--- config.mk ---
export PLATFORM = sky130hd
export DESIGN_NAME = spi_frame_master
export DESIGN_NICKNAME = d
export VERILOG_FILES = /design/src/rtl/spi_frame_master.sv
export SDC_FILE = /design/constraint.sdc
export NUM_CORES = 1
export LEC_CHECK = 0
export ABC_CLOCK_PERIOD_IN_PS = 2050
export CORE_MARGIN = 10
export CORE_UTILIZATION = 49
export CTS_CLUSTER_DIAMETER = 200
export DETAILED_ROUTE_END_ITERATION = 8
export PLACE_DENSITY = 0.75
export RECOVER_POWER = 50
export SYNTH_ARGS = -nofsm -noshare
export SYNTH_HDL_FRONTEND = slang
export SYNTH_SLANG_ARGS = --single-unit
export TNS_END_PERCENT = 30
--- constraint.sdc ---
create_clock -name clk -period 2.05 [get_ports clk]
set_input_delay 0.615 -clock clk [delete_from_list [all_inputs] [get_ports clk]]
set_output_delay 0.615 -clock clk [all_outputs]
set_load 0.1 [all_outputs]
--- src/rtl/spi_frame_master.sv ---
// spi_frame_master: SPI mode-0 master that moves tx_last-delimited byte frames
// between a valid/ready byte stream and an SPI slave, holding ss low for the whole frame.
module spi_frame_master #(
    parameter int CLK_DIV = 4
) (
    input  logic       clk,
    input  logic       reset_n,
    input  logic [7:0] tx_data,
    input  logic       tx_valid,
    input  logic       tx_last,
    output logic       tx_ready,
    output logic [7:0] rx_data,
    output logic       rx_valid,
    output logic       busy,
    input  logic       miso,
    output logic       ss,
    output logic       sck,
    output logic       mosi
);
    typedef enum logic [2:0] {IDLE, LOW, HIGH, WAIT, TRAIL, GAP} state_t;

    state_t     state, state_nx;
    logic [7:0] div_cnt;
    logic [7:0] tx_sh;
    logic [7:0] rx_sh;
    logic [2:0] bit_cnt;
    logic       last_q;
    logic       phase_end;
    logic       byte_end;
    logic       hs;

    assign phase_end = div_cnt == 8'(CLK_DIV - 1);
    assign byte_end  = state == HIGH && phase_end && bit_cnt == 3'd0;
    // The final HIGH cycle of a non-last byte accepts the next byte so it follows with no gap.
    assign tx_ready  = reset_n && (state == IDLE || state == WAIT || (byte_end && !last_q));
    assign hs        = tx_valid && tx_ready;
    assign sck       = state == HIGH;
    assign ss        = state == IDLE || state == GAP;
    assign busy      = state != IDLE;
    assign mosi      = tx_sh[7];

    always_ff @(posedge clk or negedge reset_n) begin
        if (!reset_n)
            state <= IDLE;
        else
            state <= state_nx;
    end

    always_comb begin
        state_nx = state;
        case (state)
            IDLE:    state_nx = hs ? LOW : IDLE;
            LOW:     state_nx = phase_end ? HIGH : LOW;
            HIGH:    state_nx = !phase_end ? HIGH : bit_cnt != 3'd0 ? LOW : last_q ? TRAIL : hs ? LOW : WAIT;
            WAIT:    state_nx = hs ? LOW : WAIT;
            TRAIL:   state_nx = phase_end ? GAP : TRAIL;
            GAP:     state_nx = phase_end ? IDLE : GAP;
            default: state_nx = IDLE;
        endcase
    end

    // The shifter is not advanced after bit 0, so mosi keeps showing it through WAIT and TRAIL.
    always_ff @(posedge clk or negedge reset_n) begin
        if (!reset_n) begin
            div_cnt  <= 8'd0;
            bit_cnt  <= 3'd0;
            tx_sh    <= 8'd0;
            rx_sh    <= 8'd0;
            last_q   <= 1'b0;
            rx_data  <= 8'd0;
            rx_valid <= 1'b0;
        end else begin
            div_cnt  <= state_nx != state ? 8'd0 : div_cnt + 8'd1;
            rx_valid <= byte_end;
            if (hs) begin
                tx_sh   <= tx_data;
                last_q  <= tx_last;
                bit_cnt <= 3'd7;
            end else if (state == HIGH && phase_end && bit_cnt != 3'd0) begin
                tx_sh   <= {tx_sh[6:0], 1'b0};
                bit_cnt <= bit_cnt - 3'd1;
            end
            if (state == LOW && phase_end)
                rx_sh <= {rx_sh[6:0], miso};
            if (byte_end)
                rx_data <= rx_sh;
        end
    end
endmodule
==> flow_summary_export.csv <==
group,metric,value,unit
finish,sh_comb_area,36.8,%
clock_tree,clk_pin_slew_worst_paths,0.08,ns
pwr,power_density,645,nW/µm²
yosys,yosysCellCount,156,
outcome,run_status,"complete, but fails checks",
timing,post-route-period-util,120,%
place,gp_congestion,0.833,
yosys,ys_seq_share,51.0,%
finish,design_area,2630,µm²
pwr,p_leak,0.00120,µW
setup_path,critPathCapture,"tx_ready",
pwr,finalPower,1690,µW
timing,final.min_clock_period,2.45,ns
finish,n_fill_cell,250,
yosys,ys_sh_adder,1.91,%
run,max-cap-violations,0,
timing,fin_tns_setup,-0.404,ns
outcome,violations,"negative setup slack",
global_route,antenna_found_initial,0,
finish,area_dominant_class,"sequential cells",
yosys,syn_area_per_cell,12.6,µm²
finish,logic_area,966,µm²
yosys,async_flop_share,100,%
yosys,yosysWarningCount,0,
finish,bufAreaShareNonClock,18.8,%
clock_tree,cts_buffers,5,
floorplan,fp.coreArea,3770,µm²
timing,setup_viol,1,
pwr,peakVddDrop,0.000518,V
run,warnings,30,
global_route,grt_pass1_vias,1505,
timing,fin_ws,-0.404,ns
-- synthesized netlist by cell type, drive strengths merged, types with 2 or more instances --
cell and count:
inv 5, and2 9, ha 3, nor3b 2
xor2 6, a21oi 9, nor2 6, nor2b 2
dfrtp 40, buf 4, o21ai 2, nand2b 2
a221o 7, nand3 7, and3 3, a21o 2
nand2 6, nor4b 2, mux2 18, xnor2 2
-- layer usage --
layer / GRT usage [%] / vias up / wire length [µm]
li1: - / 679 / -
met1: 13.5 / 677 / 1790
met2: 20.0 / 31 / 1950
met3: 5.86 / 6 / 297
met4: 3.23 / 0 / 48
met5: 0 / - / 0
-- power by group --
group          total, µW  switching, µW  internal [µW]
combinational        334            191            143
clock                508            265            243
sequential           853           28.0            825
total               1690            485           1210
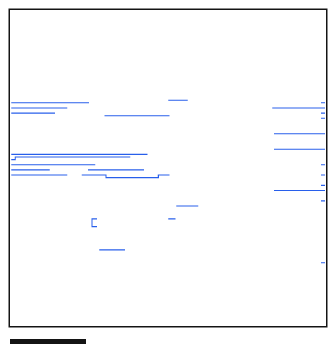
*Met3 routing*
Bar = 20 µm.
share of all routed wire: 7.3%
nets with wire on the layer: 24
wire length on this layer: 297 µm
Via Count: 1393
routing usage on met3: 5.86%

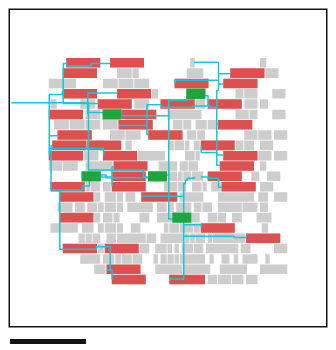
*Clock wires, drivers and flops*
Bar = 20 µm.
[flip-flops] red | count: 40
[cells driving clock nets] green | count: 5
[clock wires] cyan | length: 487 µm
routed clock nets: 6
clk_skew: 0.00583 ns
Latency at later pin: 0.29 ns

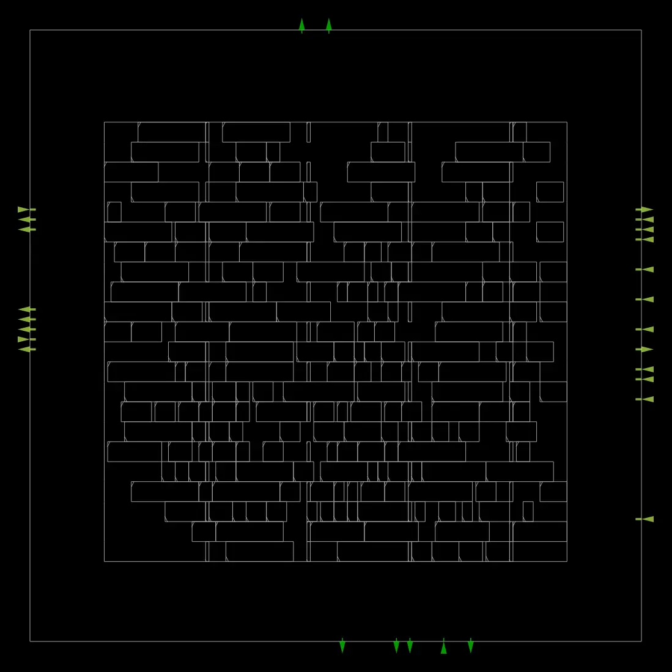
*Cell outlines without signal wires*
final core utilization: 69.6%
fin cells: 259

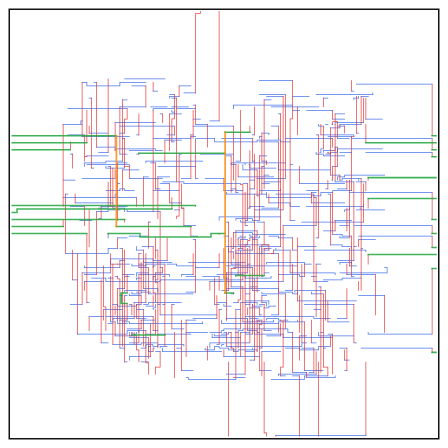
*Signal wires by layer*
| layer | colour | wire length |
|---|---|---|
| met3 | green | 297 µm |
| met2 | red | 1950 µm |
| met4 | orange | 49.0 µm |
| met1 | blue | 1790 µm |
drt total wl: 4.08 mm
WL per Instance: 15.8 µm
Total GRT Usage: 12.1%

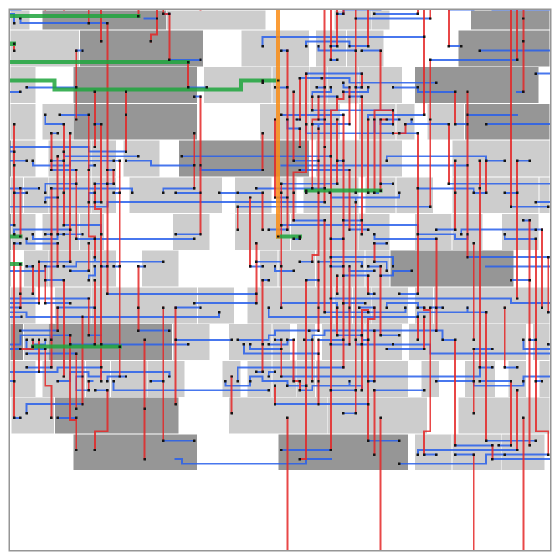
*Layout detail*
Window x 22 to 62, y 5 to 45 µm. Cells in grey, sequential cells in the stronger grey; small squares are vias.
| layer | colour |
|---|---|
| met3 | green |
| met1 | blue |
| met2 | red |
| met4 | orange |
sequential cells in the window: 14
most frequent: buf_4 (19), dfrtp_1 (12), a21oi_1 (7)
cells with their middle in the window: 104
netlist names of flops here include: `div_cnt` (5), `state` (3), `tx_sh` (3)

Power is estimated from default activity; no workload was simulated.
